**config.mk**
```make
export PLATFORM = sky130hd
export DESIGN_NAME = fetch_decode_control
export DESIGN_NICKNAME = d
export VERILOG_FILES = /design/src/rtl/fdc_pkg.sv /design/src/rtl/fetch_decode_control_mfc_timer.sv /design/src/rtl/fetch_decode_control.sv
export SDC_FILE = /design/constraint.sdc
export NUM_CORES = 1
export LEC_CHECK = 0
export ABC_AREA = 1
export ABC_CLOCK_PERIOD_IN_PS = 4560
export CAP_MARGIN = 20
export CORE_UTILIZATION = 35
export CTS_CLUSTER_SIZE = 8
export DETAILED_ROUTE_END_ITERATION = 12
export PLACE_DENSITY = 0.66
export SYNTH_ARGS = -nofsm -noshare
export SYNTH_HDL_FRONTEND = slang
export SYNTH_SLANG_ARGS = --single-unit
```
**constraint.sdc**
```tcl
create_clock -name Clk -period 4.56 [get_ports Clk]
set_clock_uncertainty 0.2 [all_clocks]
set_input_delay 0.456 -clock Clk [delete_from_list [all_inputs] [get_ports Clk]]
set_output_delay 0.456 -clock Clk [all_outputs]
set_load 0.1 [all_outputs]
```
**src/rtl/fdc_pkg.sv**
```systemverilog
// fdc_pkg: shared types and constants for the fetch/decode control stage.
// State encoding, instruction-register field positions and the
// instruction-class decode constants.
package fdc_pkg;

  typedef enum logic [2:0] {
    S_IDLE      = 3'd0,
    S_FETCH     = 3'd1,
    S_DECODE    = 3'd2,
    S_EXECUTE   = 3'd3,
    S_WRITEBACK = 3'd4
  } state_t;

  // Register-number fields inside the instruction word
  localparam int REG_W   = 4;
  localparam int RN_LSB  = 16;
  localparam int RD_LSB  = 12;
  localparam int RS_LSB  = 8;
  localparam int RM_LSB  = 0;
  localparam int OFF_LSB = 0;
  localparam int OFF_W   = 24;

  // The PC is always register 15 in the select bundle
  localparam logic [3:0] PC_REG = 4'd15;

  // Class decode: IR[27:26] for data-processing, IR[27:25] for branch,
  // IR[24:23] for the compare/test group that never writes Rd
  localparam logic [1:0] CLS_DP   = 2'b00;
  localparam logic [2:0] CLS_BR   = 3'b101;
  localparam logic [1:0] OPG_TEST = 2'b10;

  // Word offset of a branch, sign-extended and scaled to bytes
  function automatic logic [31:0] branch_offset(input logic [OFF_W-1:0] off);
    return {{6{off[OFF_W-1]}}, off, 2'b00};
  endfunction

endpackage

```
**src/rtl/fetch_decode_control_mfc_timer.sv**
```systemverilog
// mfc_timer: fetch timeout watchdog. Counts FETCH cycles without MFC and
// raises a sticky error each time the budget is used up; the count then
// restarts so the fetch is retried from the same address.
// Only instantiated when FDC_MFC_TIMEOUT_EN is defined.
module mfc_timer
  import fdc_pkg::*;
#(
  parameter int MAX = 15
) (
  input  logic i_clk,
  input  logic i_rst,
  input  logic i_fetch,
  input  logic i_mfc,
  output logic o_err
);

  localparam int CNT_W = $clog2(MAX + 1);

  logic [CNT_W-1:0] r_cnt;
  logic             r_err;
  logic             w_expire;

  assign w_expire = i_fetch && !i_mfc && (r_cnt == CNT_W'(MAX - 1));

  // Wait counter: idle at zero outside FETCH, so each FETCH entry starts fresh
  always_ff @(posedge i_clk or posedge i_rst) begin
    if (i_rst) begin
      r_cnt <= '0;
    end else if (!i_fetch || i_mfc || w_expire) begin
      r_cnt <= '0;
    end else begin
      r_cnt <= r_cnt + CNT_W'(1);
    end
  end

  // Sticky error flag, cleared only by reset
  always_ff @(posedge i_clk or posedge i_rst) begin
    if (i_rst) begin
      r_err <= 1'b0;
    end else if (w_expire) begin
      r_err <= 1'b1;
    end
  end

  assign o_err = r_err;

endmodule

```
**src/rtl/fetch_decode_control.sv**
```systemverilog
// fetch_decode_control: fetches instructions over MFA/MFC, holds them in IR
// and sequences the register-file controls once per instruction.
// Optional fetch timeout (ERR port, mfc_timer) under FDC_MFC_TIMEOUT_EN.
//
//   state     | meaning
//   ----------+----------------------------------------------------
//   IDLE      | after reset; moves to FETCH on the next edge
//   FETCH     | MFA high, ADDR=PCout; IR captured on MFC
//   DECODE    | PC increment: LOADPC with Pcin=PCout+PC_STEP
//   EXECUTE   | selects from IR, no writes
//   WRITEBACK | Rd write for data-processing, PC write for branches
module fetch_decode_control
  import fdc_pkg::*;
#(
  parameter logic [31:0] PC_STEP     = 32'd4,
  parameter int          MFC_TIMEOUT = 15
) (
  input  logic        Clk,
  input  logic        RESET,
  input  logic [31:0] MEM_DATA,
  input  logic        MFC,
  input  logic [31:0] PCout,
  output logic        MFA,
  output logic [31:0] ADDR,
  output logic [31:0] IR,
  output logic [19:0] RSLCT,
  output logic        IR_CU,
  output logic        LOAD,
  output logic        LOADPC,
  output logic [31:0] Pcin
`ifdef FDC_MFC_TIMEOUT_EN
  ,
  output logic        ERR
`endif
);

  state_t      r_state;
  state_t      w_next;
  logic [31:0] r_ir;
  logic        w_ir_load;
  logic        w_is_dp;
  logic        w_is_test;
  logic        w_is_br;

  assign w_is_dp   = (r_ir[27:26] == CLS_DP);
  assign w_is_test = (r_ir[24:23] == OPG_TEST);
  assign w_is_br   = (r_ir[27:25] == CLS_BR);

  // State register
  always_ff @(posedge Clk or posedge RESET) begin
    if (RESET) begin
      r_state <= S_IDLE;
    end else begin
      r_state <= w_next;
    end
  end

  // Instruction register, loaded only on the accepting FETCH edge
  always_ff @(posedge Clk or posedge RESET) begin
    if (RESET) begin
      r_ir <= '0;
    end else if (w_ir_load) begin
      r_ir <= MEM_DATA;
    end
  end

  // Next-state and control decode; outputs follow state so reset cuts them off
  always_comb begin
    w_next    = r_state;
    w_ir_load = 1'b0;
    MFA       = 1'b0;
    IR_CU     = 1'b0;
    LOAD      = 1'b0;
    LOADPC    = 1'b0;
    Pcin      = '0;
    case (r_state)
      S_IDLE: w_next = S_FETCH;
      S_FETCH: begin
        MFA = 1'b1;
        if (MFC) begin
          w_ir_load = 1'b1;
          w_next    = S_DECODE;
        end
      end
      S_DECODE: begin
        LOADPC = 1'b1;
        Pcin   = PCout + PC_STEP;
        w_next = S_EXECUTE;
      end
      S_EXECUTE: begin
        IR_CU  = 1'b1;
        w_next = S_WRITEBACK;
      end
      S_WRITEBACK: begin
        IR_CU  = 1'b1;
        w_next = S_FETCH;
        if (w_is_dp && !w_is_test) begin
          LOAD = 1'b1;
        end else if (w_is_br) begin
          LOADPC = 1'b1;
          Pcin   = PCout + branch_offset(r_ir[OFF_LSB +: OFF_W]);
        end
      end
      default: w_next = S_IDLE;
    endcase
  end

  assign ADDR  = PCout;
  assign IR    = r_ir;
  assign RSLCT = {PC_REG,
                  r_ir[RD_LSB +: REG_W],
                  r_ir[RS_LSB +: REG_W],
                  r_ir[RM_LSB +: REG_W],
                  r_ir[RN_LSB +: REG_W]};

`ifdef FDC_MFC_TIMEOUT_EN
  // Fetch watchdog; a timeout leaves the FSM in FETCH so the request repeats
  mfc_timer #(
    .MAX (MFC_TIMEOUT)
  ) u_mfc_timer (
    .i_clk   (Clk),
    .i_rst   (RESET),
    .i_fetch (r_state == S_FETCH),
    .i_mfc   (MFC),
    .o_err   (ERR)
  );
`else
  logic w_unused_timeout;
  assign w_unused_timeout = (MFC_TIMEOUT == 0);
`endif

endmodule

```
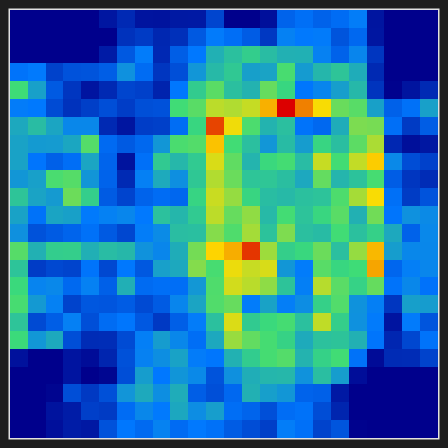
*Routed metal per tile*
The die is cut into 24 by 24 equal tiles; dark blue is low, red is high, scaled to the fullest tile. Values are wire area over tile area, all layers added.
- densest ninth of the die: centre
- fullest tile: 0.65
- tiles over half the peak: 16%
- nearly empty tiles: 11%
- mean over tiles: 0.19
gr usage total: 0.237
Avg WL per Cell: 14.9 µm
vias after detailed routing: 5,575
Detailed Route WL: 17,200 µm

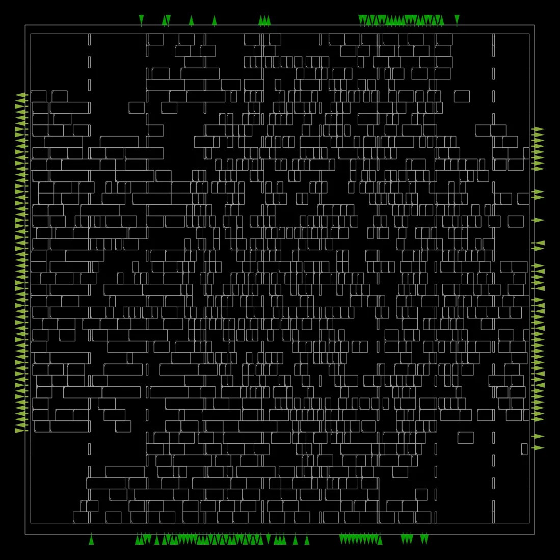
*Placement view*
number of rows created at floorplan: 43
fraction of area in registers: 0.129
# fillers: 1,476

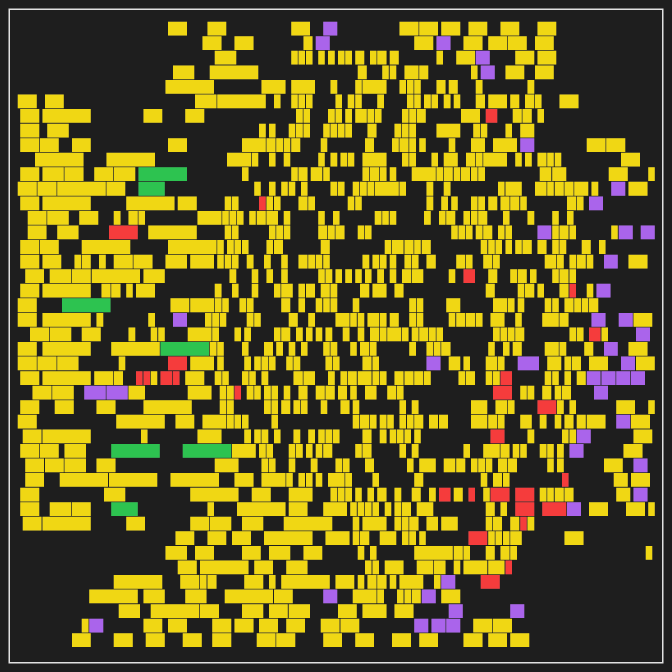
*Sizing map*
- yellow: drive 1 or less (cells 898; share 92%; most used nand2_1)
- purple: drive 3 to 4 (cells 43; share 4.4%; most used buf_4)
- red: drive 2 (cells 27; share 2.8%; most used inv_2)
- green: drive 6 and up (cells 7; share 0.72%; most used clkbuf_16)
Finished Cell Area: 6800 µm²
area growth from synthesis to layout: 35.3%

==> job_summary.md <==
### Yosys + OpenROAD results

| Metric | Value |
|---|---|
| Start point of the critical path | `PCout[2]` |
| Post-CTS clock slew at the launch and capture registers of the worst setup and hold paths | `0.05 ns` |
| Yosys-reported design area after synthesis | `5020 µm²` |
| Number of clock buffers in the layout | `8` |
| Highest-count cells in the layout ignoring fill and taps | `sky130_fd_sc_hd__nand2_1 (260), sky130_fd_sc_hd__clkdlybuf4s50_1 (150), sky130_fd_sc_hd__inv_1 (130)` |
| Reg2reg end | `IR[7]$_DFFE_PP0P_` |
| Number of nets still failing antenna checks after routing | `0` |
| Number of nets in the finished design | `1,072` |
| Setup TNS after final layout | `0 ns` |
| Data required time at the worst endpoint | `between 3 and 4 ns` |
| End point of the most critical hold path | `IR[31]$_DFFE_PP0P_` |
| CTS-repair resized insts | `0` |
| Average instance area after synthesis | `6.02 µm²` |
| Outcome | `finished clean` |
| Hold Violations, Final | `0` |
| Routed length on met3 | `1550 µm` |
| Cell area after synthesis | `roughly 5000 µm²` |
| Core occupancy in the finished layout | `0.488` |
| Pin count of the biggest net entering global routing | `38` |
| Max Used Layer | `met4` |
| DR DRC count | `0` |
| Capturing element of the worst setup path | `Pcin[18]` |
| Multiplexer share | `0.0628` |
| Synth warnings | `0` |
| Endpoint type of the worst setup path | `output port` |
| Core box area | `13,900 µm²` |
| Post-synth seq share | `0.174` |
| Simple-gate portion of the synthesized area | `0.381` |
| Share of the final layout cell area in multi-input gates | `0.472` |
| FF/Latch Area | `876 µm²` |
| Most used cell along the critical path | `sky130_fd_sc_hd__nand2_1` |
| RePlAce Congestion | `approximately 0.97` |
| Global-route met3 utilization | `0.0515` |
| Worst Setup Slack, final | `0.748 ns` |
| Final Hold Slack | `0.285 ns` |
| Origin of the critical flop-to-flop path | `r_state[2]$_DFFE_PP0P_` |
| Fraction of the cycle the final worst path needs | `0.836` |
| Largest driver fanout on the critical path | `6` |
| Commonest non-fill, non-tap cell in the layout | `sky130_fd_sc_hd__nand2_1` |
